Fig. 1: logic cells by family
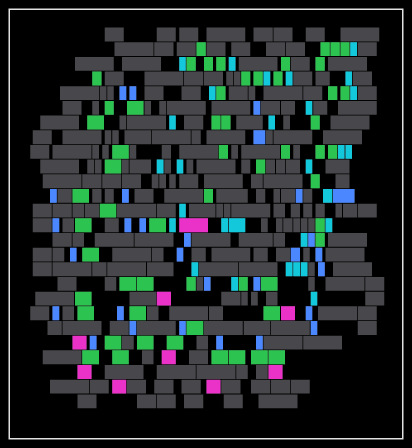
Fig. 2: placement by cell class
The bar under the picture is 20 microns long. Fill, decap, tap and diode cells in grey.
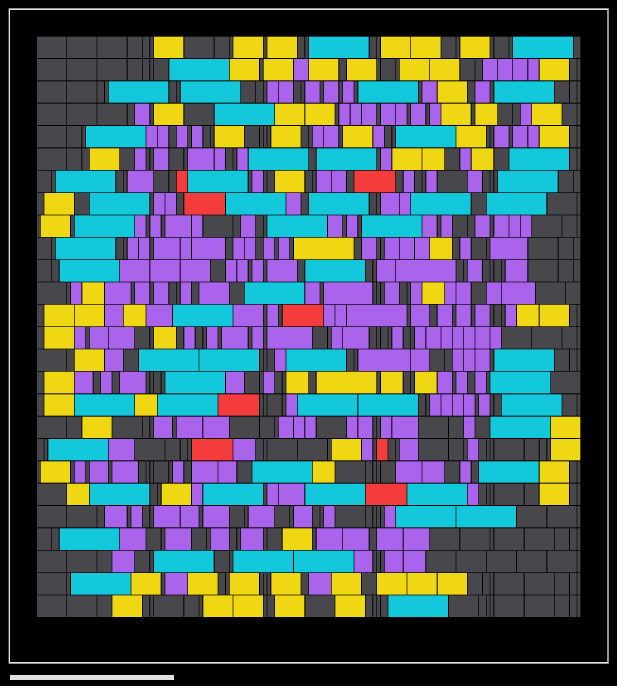
Fig. 3: clock wiring as the flow saved it
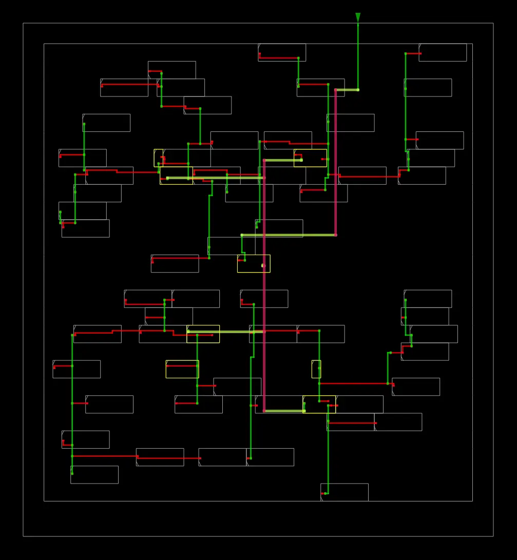
Fig. 4: PDN straps and rails
Pins as bars on the die edge.
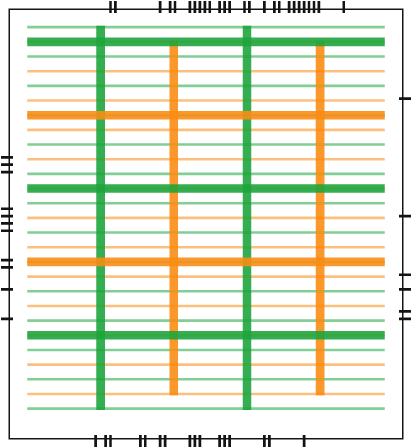
Fig. 5: local utilization
The bar under the picture is 20 microns long. The die is cut into 7 by 8 equal tiles; dark blue is low, red is high, 0 to 100% covered.
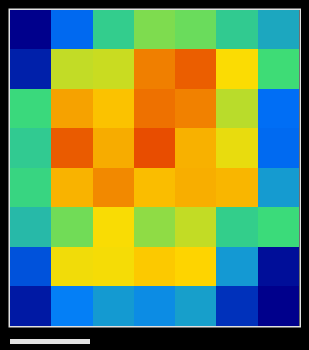
==> src/rtl/ram_ctrl.sv <==
// Host-side sequencer for the banked 8-bit RAM: accepts one load/store at a time,
// inserts a bank select only on a bank change, then issues a single RAM command.
module ram_ctrl (
  input  logic       clk,
  input  logic       rst_n,
  input  logic       req_valid,
  output logic       req_ready,
  input  logic       req_we,
  input  logic [1:0] req_bank,
  input  logic [7:0] req_addr,
  input  logic [7:0] req_wdata,
  output logic       resp_valid,
  output logic [7:0] resp_rdata,
  output logic [7:0] ram_addr,
  output logic [7:0] ram_data,
  output logic       ram_we,
  output logic       ram_re,
  output logic       ram_sb,
  input  logic [7:0] ram_datao
);

  // state   | meaning
  // GUARD   | post-reset wait so an interrupted RAM command can finish
  // IDLE    | ready for a host request
  // SETBANK | bank-select strobe to the RAM
  // SBWAIT  | RAM executing the bank select
  // ISSUE   | write or read strobe to the RAM
  // WAIT    | RAM executing the access
  // CAPTURE | read data valid on ram_datao, register it
  // DONE    | response pulse to the host
  localparam logic [2:0] GUARD   = 3'd0;
  localparam logic [2:0] IDLE    = 3'd1;
  localparam logic [2:0] SETBANK = 3'd2;
  localparam logic [2:0] SBWAIT  = 3'd3;
  localparam logic [2:0] ISSUE   = 3'd4;
  localparam logic [2:0] WAIT    = 3'd5;
  localparam logic [2:0] CAPTURE = 3'd6;
  localparam logic [2:0] DONE    = 3'd7;

  logic [2:0] state, state_nx;
  logic [1:0] guard_cnt;
  logic       we_q;
  logic [1:0] bank_q;
  logic [7:0] addr_q, wdata_q;
  logic [1:0] cur_bank;
  logic       bank_valid;
  logic       accept;
  logic       tx_we;
  logic [1:0] tx_bank;
  logic [7:0] tx_addr, tx_wdata;

  assign accept = (state == IDLE) && req_valid;

  // Outputs are registered from the next state, so the request fields must be
  // taken straight from the port on the accept cycle.
  assign tx_we    = accept ? req_we    : we_q;
  assign tx_bank  = accept ? req_bank  : bank_q;
  assign tx_addr  = accept ? req_addr  : addr_q;
  assign tx_wdata = accept ? req_wdata : wdata_q;

  always_comb begin
    state_nx = state;
    case (state)
      GUARD:   if (guard_cnt == 2'd0) state_nx = IDLE;
      IDLE:    if (req_valid)
                 state_nx = (bank_valid && (req_bank == cur_bank)) ? ISSUE : SETBANK;
      SETBANK: state_nx = SBWAIT;
      SBWAIT:  state_nx = ISSUE;
      ISSUE:   state_nx = WAIT;
      WAIT:    state_nx = we_q ? DONE : CAPTURE;
      CAPTURE: state_nx = DONE;
      DONE:    state_nx = IDLE;
      default: state_nx = GUARD;
    endcase
  end

  always_ff @(posedge clk) begin
    if (!rst_n) begin
      state      <= GUARD;
      guard_cnt  <= 2'd2;
      we_q       <= 1'b0;
      bank_q     <= 2'd0;
      addr_q     <= 8'd0;
      wdata_q    <= 8'd0;
      cur_bank   <= 2'd0;
      bank_valid <= 1'b0;
      req_ready  <= 1'b0;
      resp_valid <= 1'b0;
      resp_rdata <= 8'd0;
      ram_addr   <= 8'd0;
      ram_data   <= 8'd0;
      ram_we     <= 1'b0;
      ram_re     <= 1'b0;
      ram_sb     <= 1'b0;
    end else begin
      state <= state_nx;
      if (state == GUARD && guard_cnt != 2'd0) guard_cnt <= guard_cnt - 2'd1;
      if (accept) begin
        we_q    <= req_we;
        bank_q  <= req_bank;
        addr_q  <= req_addr;
        wdata_q <= req_wdata;
      end
      req_ready  <= (state_nx == IDLE);
      resp_valid <= (state_nx == DONE);
      ram_sb     <= (state_nx == SETBANK);
      ram_we     <= (state_nx == ISSUE) && tx_we;
      ram_re     <= (state_nx == ISSUE) && !tx_we;
      if (state_nx == SETBANK) begin
        ram_data   <= {6'b0, tx_bank};
        cur_bank   <= tx_bank;
        bank_valid <= 1'b1;
      end
      if (state_nx == ISSUE) begin
        ram_addr <= tx_addr;
        if (tx_we) ram_data <= tx_wdata;
      end
      if (state == CAPTURE) resp_rdata <= ram_datao;
    end
  end

endmodule

==> config.mk <==
export PLATFORM = sky130hd
export DESIGN_NAME = ram_ctrl
export DESIGN_NICKNAME = d
export VERILOG_FILES = /design/src/rtl/ram_ctrl.sv
export SDC_FILE = /design/constraint.sdc
export NUM_CORES = 1
export LEC_CHECK = 0
export ABC_AREA = 1
export CORE_ASPECT_RATIO = 1.1
export CORE_MARGIN = 3
export CORE_UTILIZATION = 49
export CTS_CLUSTER_SIZE = 24
export DETAILED_ROUTE_END_ITERATION = 10
export GPL_ROUTABILITY_DRIVEN = 0
export PLACE_DENSITY = 0.79
export SLEW_MARGIN = 30
export SYNTH_ARGS = -nofsm -noshare
export SYNTH_HDL_FRONTEND = slang
export SYNTH_SLANG_ARGS = --single-unit
==> constraint.sdc <==
create_clock -name clk -period 1.9 [get_ports clk]
set_input_delay 0.475 -clock clk [delete_from_list [all_inputs] [get_ports clk]]
set_output_delay 0.475 -clock clk [all_outputs]
set_load 0.01 [all_outputs]
==> Slide: Implementation Results <==
Implementation Results

Timing
  – Hold WS: 445.4 ps
  – Top achievable clock speed: about 580 MHz
  – Tcrit/Tclk final: 0.9142
  – Post-Route Setup TNS: 0 ps
  – RSZ-0062 raised after global routing: false

Logic synthesis
  – Top cells by area: dfxtp_1 (47%), nand2_1 (6.1%), o21ai_2 (5.1%)
  – Syn Std Cell Area: 0.002396 sq mm
  – Register share after synthesis: 0.4679
  – Post-synth EDFFs: 0
  – Most common cell in the netlist: dfxtp_1
  – Synth logic family: simple AND/OR/NAND/NOR gates
  – Synth area leader: dfxtp_1
  – Synth warnings: 0
  – Cells after synthesis: ~280
  – Nets at Floorplan: slightly above 300
  – Adder Area Share: 0.005222

Cells and area
  – Area grow syn2layout: 33.16%
  – Leading cell kind: sequential cells
  – Non-clock buffers: ~75
  – Final clock-cell share: 0.02824
  – Logic Gate Count: between 150 and 200
  – Most frequent cells in the layout: clkdlybuf4s50_1 (58), dfxtp_1 (56), nand2_1 (39)
  – Layout cell share with drive strength beyond 1: 0.1971
  – Logic area: 0.001061 sq mm
  – Clk_buf instances: 8

Critical path
  – Worst EP required: roughly 2200 ps
  – CP Class: in2reg
  – Crit. End Element: register
  – End point of the critical path: ram_data[0]$_SDFF_PN0_
  – Reg2reg end: ram_data[0]$_SDFF_PN0_
  – Worst-path fanout max: 26
  – FF-to-FF path depth: 9
  – Flop-to-flop setup slack: between 300 and 400 ps

Floorplanning
  – Top-Level Pins: ~59

Detailed routing
  – Met2 wire len: roughly 2.5 mm
  – Drc violations: 0
  – Total wire length: 4.781 mm
  – Avg Vias per Cell: about 5

Clocking
  – Post-CTS Setup Inserts: 0
  – Post-CTS Resized: 0
  – Longest Clk Path Bufs: 2
  – CTS buffer count: 5

Global routing
  – Met3 GRT Util: 0.03924
  – Largest net degree at the start of global routing: 27
  – Most used routing layer: met2
  – Met1 Track Usage GR: 0.2137
  – First-pass GRT wire length: slightly above 8 mm
  – Initial antenna violation count: 0

Power
  – Combinational Power Share: 0.334
  – Top Consumer: sequential cells
  – Pwr Density: 973.4 mW/mm^2
  – Switching pwr: ~990 uW
  – Clock power share: 0.209

Placed design
  – Placed cell area: about 0.0031 sq mm
  – Port Buffers: between 50 and 60

Min path
  – WHS Endpoint: resp_rdata[7]$_SDFFE_PN0P_

Run status
  – Status: finished clean

Run
  – Tool warnings: 26
## Picture notes: Fig. 1
Magenta marks non-inverting ao/oa cells, cells 9, most used o21a_1. Green marks aoi and oai cells, cells 57, most used a21oi_1. Blue marks nor cells, cells 29, most used nor2_1. Cyan marks inv cells, cells 29, most used inv_1.
Commonest Layout Cell: clkdlybuf4s50_1
Layout Cells excl Fill: 401
multi-input combinational area share: 0.3325

## Picture notes: Fig. 2
Red marks clock drivers and dummy loads, cells 8, share of their area 2.9%. Yellow marks remaining buffers and delay cells, cells 75, share of their area 23%. Purple marks remaining logic cells, cells 206, share of their area 38%. Cyan marks registers, cells 56, share of their area 36%.
sequential share of cell area: 0.3514
core area: 0.004684 sq mm
Final Cell Area: 0.003191 sq mm
Final Core Density: 0.6811

## Picture notes: Fig. 3
clock-net power: 650 uW
final clock skew: 2.204 ps
flop count: 56

## Picture notes: Fig. 4
Orange marks VDD. Green marks VSS.
59 signal pins sit on the boundary. The core has 26 rows. 5 straps on met5.
chip height: 79.34 microns
die span in x: 72.68 microns
worst vdd ir: 0.5601 mV

## Picture notes: Fig. 5
The emptiest ninth of the die: lower right. The densest ninth of the die: centre. The mean over all tiles is 54%. 3.6% of the tiles are nearly empty. The fullest tile reaches 91%.
starting density of the core: 0.5115

[kinds of logic (layout without fill, tap and decap cells)]
kind of cell / count (synthesis) / in the layout
and+or+nand+nor: 109 / 109
buffers and inverters: 42 / 112
AOI/OAI and AO/OA: 66 / 66
DFF: 56 / 56
xor gates and xnor gates: 1 / 1
adders and majority gates: 1 / 1
[registers in the layout (all words and copies together), names as in the netlist, 2 cells and up]
name	flops
ram_addr	8
resp_rdata	8
bank_q	2
addr_q	8
guard_cnt	2
ram_data	8
cur_bank	2
state	3
wdata_q	8
[critical path, cell delays in order]
cell and delay, ps:
clkdlybuf4s50_1 480, inv_1 60, nand2_1 50, nand2_1 60, nor2_2 170, nand3_4 120
nand2_8 200, nand2_4 140, nand3_1 110, nand2_1 60, inv_1 50
Power and IR drop assume default switching activity.
